`src/rtl/ib_pkg.sv`:
```
// Shared widths, flit type codes and helpers for the switch input buffer.
package ib_pkg;

  localparam int unsigned PKTW = 9;
  localparam int unsigned PORT = 3;

  localparam int unsigned DESTW    = $clog2(PORT + 1);
  localparam int unsigned DEST_LSB = 0;

  typedef logic [PKTW:0] flit_t;

  typedef enum logic [1:0] {
    T_IDLE = 2'b00,
    T_BODY = 2'b01,
    T_HEAD = 2'b10,
    T_TAIL = 2'b11
  } ftype_t;

  typedef enum logic [1:0] {
    S_IDLE,
    S_REQ,
    S_TRANS
  } state_t;

  // One-hot output-port request for a decoded destination.
  function automatic logic [PORT:0] dest_onehot(input logic [DESTW-1:0] d);
    dest_onehot = {{PORT{1'b0}}, 1'b1} << d;
  endfunction

endpackage

```
`src/rtl/ib_if.sv`:
```
// Flit/request bundle between an input buffer and its upstream/arbiter side.
interface ib_if;
  import ib_pkg::*;

  logic            ack;
  flit_t           pkti;
  flit_t           pkto;
  logic            full;
  logic [PORT:0]   req;

  modport master (
    output ack,
    output pkti,
    input  pkto,
    input  full,
    input  req
  );

  modport slave (
    input  ack,
    input  pkti,
    output pkto,
    output full,
    output req
  );

endinterface

```
`src/rtl/ib_fifo.sv`:
```
// Circular flit FIFO; pointers carry a wrap bit to tell full from empty.
module ib_fifo #(
  parameter int unsigned DEPTH = 8,
  parameter int unsigned W     = 10
) (
  input  logic         clk,
  input  logic         rst,
  input  logic         push,
  input  logic         pop,
  input  logic [W-1:0] din,
  output logic [W-1:0] front,
  output logic         full,
  output logic         empty
);

  localparam int unsigned AW = $clog2(DEPTH);

  logic [W-1:0] mem [DEPTH];
  logic [AW:0]  wptr;
  logic [AW:0]  rptr;
  logic [AW:0]  count;
  logic         wr_en;
  logic         rd_en;

  // Occupancy flags and the qualified push/pop strobes.
  always_comb begin
    count = wptr - rptr;
    empty = (wptr == rptr);
    full  = (count == (AW+1)'(DEPTH));
    rd_en = pop && !empty;
    // A pop in the same cycle frees the slot, so a push is accepted even when full.
    wr_en = push && (!full || rd_en);
    front = mem[rptr[AW-1:0]];
  end

  // Storage array write.
  always_ff @(posedge clk) begin
    if (wr_en) begin
      mem[wptr[AW-1:0]] <= din;
    end
  end

  // Read/write pointer update.
  always_ff @(posedge clk) begin
    if (rst) begin
      wptr <= '0;
      rptr <= '0;
    end else begin
      if (wr_en) begin
        wptr <= wptr + 1'b1;
      end
      if (rd_en) begin
        rptr <= rptr + 1'b1;
      end
    end
  end

endmodule

```
`src/rtl/ib.sv`:
```
// Switch input buffer: queues flits, requests the destination port, streams the packet on grant.
module ib
  import ib_pkg::*;
#(
  parameter int unsigned DEPTH = 8
) (
  input  logic clk,
  input  logic rst,
  ib_if.slave  bus
);

  state_t          state;
  state_t          nstate;
  flit_t           front;
  ftype_t          ftype;
  logic            empty;
  logic            fifo_full;
  logic            push;
  logic            pop;
  logic [PORT:0]   req_q;
  logic [PORT:0]   front_req;

  ib_fifo #(
    .DEPTH (DEPTH),
    .W     (PKTW + 1)
  ) u_fifo (
    .clk   (clk),
    .rst   (rst),
    .push  (push),
    .pop   (pop),
    .din   (bus.pkti),
    .front (front),
    .full  (fifo_full),
    .empty (empty)
  );

  // Decode of the front entry and the incoming flit.
  always_comb begin
    ftype     = ftype_t'(front[PKTW:PKTW-1]);
    front_req = dest_onehot(front[DEST_LSB +: DESTW]);
    push      = !rst && (bus.pkti[PKTW:PKTW-1] != T_IDLE);
  end

  // State register.
  always_ff @(posedge clk) begin
    if (rst) begin
      state <= S_IDLE;
    end else begin
      state <= nstate;
    end
  end

  // Next-state and pop decision.
  always_comb begin
    nstate = state;
    pop    = 1'b0;
    unique case (state)
      S_IDLE: begin
        if (!empty) begin
          if (ftype == T_HEAD) begin
            nstate = S_REQ;
          end else begin
            pop = 1'b1;
          end
        end
      end
      S_REQ: begin
        if (bus.ack && !empty) begin
          pop    = 1'b1;
          nstate = S_TRANS;
        end
      end
      S_TRANS: begin
        if (bus.ack && !empty) begin
          pop = 1'b1;
          if (ftype == T_TAIL) begin
            nstate = S_IDLE;
          end
        end
      end
      default: nstate = S_IDLE;
    endcase
  end

  // Latch the requested port when a head is accepted.
  always_ff @(posedge clk) begin
    if (rst) begin
      req_q <= '0;
    end else if (state == S_IDLE && nstate == S_REQ) begin
      req_q <= front_req;
    end
  end

  // Output drive: request vector, outgoing flit and full flag.
  always_comb begin
    bus.req  = '0;
    bus.pkto = '0;
    bus.full = fifo_full && !rst;
    if (!rst) begin
      unique case (state)
        S_IDLE: begin
          if (!empty && ftype == T_HEAD) begin
            bus.req = front_req;
          end
        end
        S_REQ, S_TRANS: begin
          bus.req = req_q;
          if (bus.ack && !empty) begin
            bus.pkto = front;
          end
        end
        default: bus.req = '0;
      endcase
    end
  end

endmodule

```
`src/flat_wrapper.sv`:
```
// flat-port wrapper written by rule: the top's interface ports become plain ports
module ib_flat import ib_pkg::*;
#(
  parameter int unsigned DEPTH = 8
)
  (clk, rst, bus_ack, bus_pkti, bus_pkto, bus_full, bus_req);
  ib_if bus_i ();
  input  logic clk;
  input  logic rst;
  input wire logic [$bits(bus_i.ack)-1:0] bus_ack;
  input wire logic [$bits(bus_i.pkti)-1:0] bus_pkti;
  output wire logic [$bits(bus_i.pkto)-1:0] bus_pkto;
  output wire logic [$bits(bus_i.full)-1:0] bus_full;
  output wire logic [$bits(bus_i.req)-1:0] bus_req;
  assign bus_i.ack = bus_ack;
  assign bus_i.pkti = bus_pkti;
  assign bus_pkto = bus_i.pkto;
  assign bus_full = bus_i.full;
  assign bus_req = bus_i.req;
  ib #(.DEPTH(DEPTH)) u_core (.clk(clk), .rst(rst), .bus(bus_i));
endmodule
```
`config.mk`:
```
export PLATFORM = sky130hd
export DESIGN_NAME = ib_flat
export DESIGN_NICKNAME = d
export VERILOG_FILES = /design/src/rtl/ib_pkg.sv /design/src/rtl/ib_if.sv /design/src/rtl/ib_fifo.sv /design/src/rtl/ib.sv /design/src/flat_wrapper.sv
export SDC_FILE = /design/constraint.sdc
export NUM_CORES = 1
export LEC_CHECK = 0
export CAP_MARGIN = 20
export CORE_MARGIN = 5
export CORE_UTILIZATION = 32
export CTS_CLUSTER_DIAMETER = 50
export CTS_CLUSTER_SIZE = 10
export DETAILED_ROUTE_END_ITERATION = 10
export GPL_TIMING_DRIVEN = 0
export SETUP_SLACK_MARGIN = 0.05
export SKIP_CTS_REPAIR_TIMING = 1
export SYNTH_ARGS = -nofsm -noshare
export SYNTH_HDL_FRONTEND = slang
export SYNTH_SLANG_ARGS = --single-unit
```
`constraint.sdc`:
```
create_clock -name clk -period 7.56 [get_ports clk]
set_input_delay 0.756 -clock clk [delete_from_list [all_inputs] [get_ports clk]]
set_output_delay 0.756 -clock clk [all_outputs]
set_load 0.01 [all_outputs]
```
sizes.png
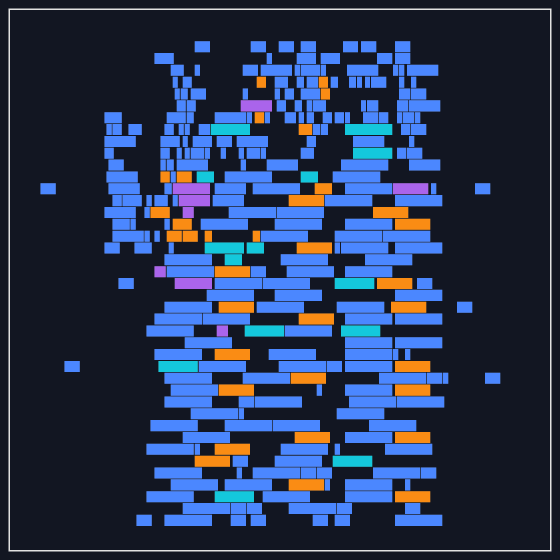
[_0 and _1 cells] blue | cells: 250 | share: 82% | most used: edfxtp_1
[_3 and _4 cells] purple | cells: 8 | share: 2.6% | most used: buf_4
[_6 and larger] cyan | cells: 14 | share: 4.6% | most used: clkbuf_16
[_2 cells] orange | cells: 34 | share: 11% | most used: mux4_2

logic_types.png
Bar = 20 um.
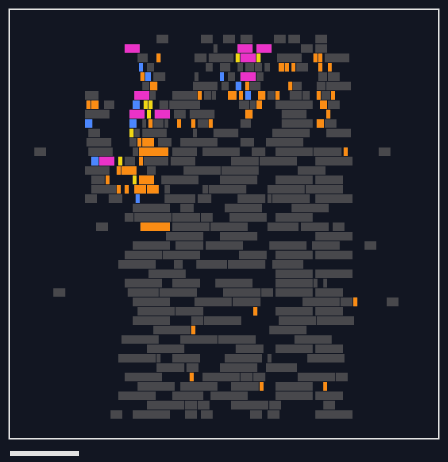
[adder and majority cells] magenta | cells: 9
[NAND gates] blue | cells: 10
[NOR gates] orange | cells: 50
[inverters] yellow | cells: 8

clk_routes.png
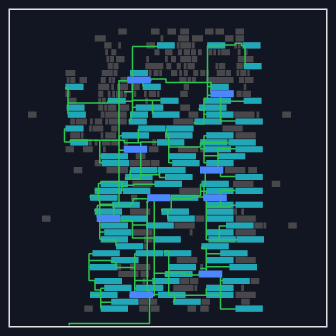
[clock wires] green | length: 1,090 um
[flip-flops] cyan | count: 97
[clock drivers] blue | count: 9
routed clock nets: 10

==> results.py <==
# Auto-generated metrics
metrics = {
    "status": {
        "status": "finished clean",
    },
    "critical_path": {
        "cp_slowest_cell": "dfxtp_1",
        "arrival_ps": 3310,
        "worst_path_largest_cell_delay_ps": 580,
        "rr_endpoint": "u_core.u_fifo.mem[2][7]",
        "cp.required_ps": 6800,
        "cp_num_cells": 9,
        "critical_path_class": "register to output port",
        "crit_family": "buffers and inverters",
        "critPathCapture": "bus_pkto[3]",
        "crit_chain": "inv_1 -> ha_1 -> and3_1 -> nand2_1 -> nand3_1 -> or2_2 -> clkbuf_1 -> nor2_1 -> clkdlybuf4s50_1",
        "r2r_start": "u_core.u_fifo.wptr[0]",
        "r2r_slack_ps": 3980,
    },
    "floorplanning": {
        "dieArea_um2": 15400,
        "die_h_um": 124,
        "tap_cells": 172,
        "core_um2": 12700,
    },
    "sta": {
        "worst_slack_ps": 3500,
        "setup-tns-final_ps": 0,
        "relSlewSlack_pct": 37.4,
        "hold_viol": 0,
        "worst_pin_slew_ps": 935,
    },
    "synthesis": {
        "syn-cell-area_um2": 4160,
        "adder_share_pct": 2.71,
        "ys_chip_area_um2": 4160,
        "synth-seq-area-share_pct": 65.9,
        "top_cells_by_area": "edfxtp_1 58%, mux4_2 11%, dfxtp_1 8.2%, mux2i_1 3.8%, nor2_1 3.1%",
        "synthMuxAreaShare_pct": 16.3,
        "ys_cells": 258,
        "xor_share_pct": 0.421,
    },
    "cells_and_area": {
        "clk_share_pct": 5.48,
        "signal_buffers": 42,
        "largestClassByArea": "registers",
        "fill_cells": 1186,
        "lay_top_cells": "80 x edfxtp_1, 34 x nor2_1, 27 x clkdlybuf4s50_1",
        "final_cells": 478,
        "seqCellArea_um2": 2740,
        "finalInstanceArea_um2": 5020,
        "syn2layout_area_growth_pct": 20.7,
        "logic_area_um2": 1390,
    },
    "global_route": {
        "grtUsageMet3_pct": 2.86,
        "grt_max_degree": 15,
        "grt_pass1_wl_um": 12700,
        "globalRoute.totalOverflow": 0,
    },
    "route": {
        "drc": 0,
        "via_count": 2246,
        "wl_met1_um": 3510,
        "drt-total-wl_um": 7950,
        "wl_met2_um": 4070,
    },
    "placement": {
        "port_buffers": 27,
        "dpl_cell_area_um2": 4750,
        "place.detailed.hpwl_um": 5450,
    },
    "min_path": {
        "min_path_cells": 1,
        "hold_path.startpoint": "u_core.u_fifo.wptr[3]",
    },
    "clock_network": {
        "clockRootBuffer": "clkbuf_16",
        "htree_levels": 3,
        "cts_sinks": 97,
        "insertion_delay_ps": 340,
    },
    "power": {
        "ir_drop_uv": 105,
        "seq-power_uw": 632,
        "seqPwrFrac_pct": 43.6,
        "p_per_area_nw_per_um2": 289,
        "comb_power_share_pct": 26.9,
    },
}
layer_met3.png
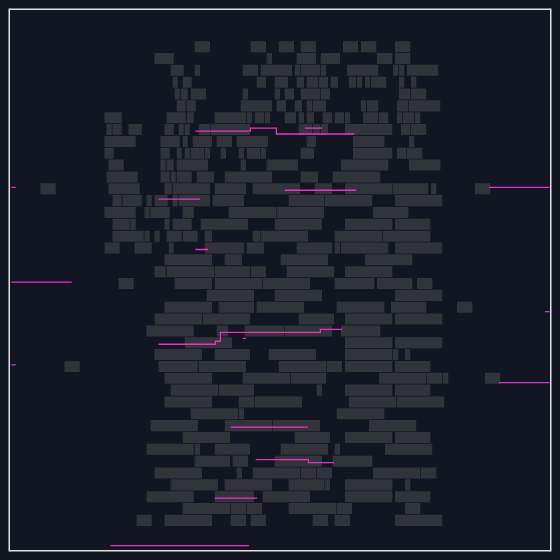
wire length on this layer: 232 um
main direction: horizontal
nets with wire on the layer: 12
longest straight run: 31.5 um

congestion.png
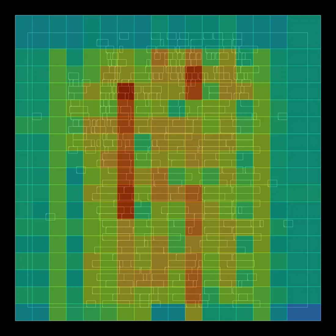
gr usage total: 11.4%
wire per inst: 16.6 um
M2 GR Usage: 19.0%
Final Core Density: 39.6%
GR met1 Demand/Resource: 14.2%

Power and IR drop assume default switching activity.
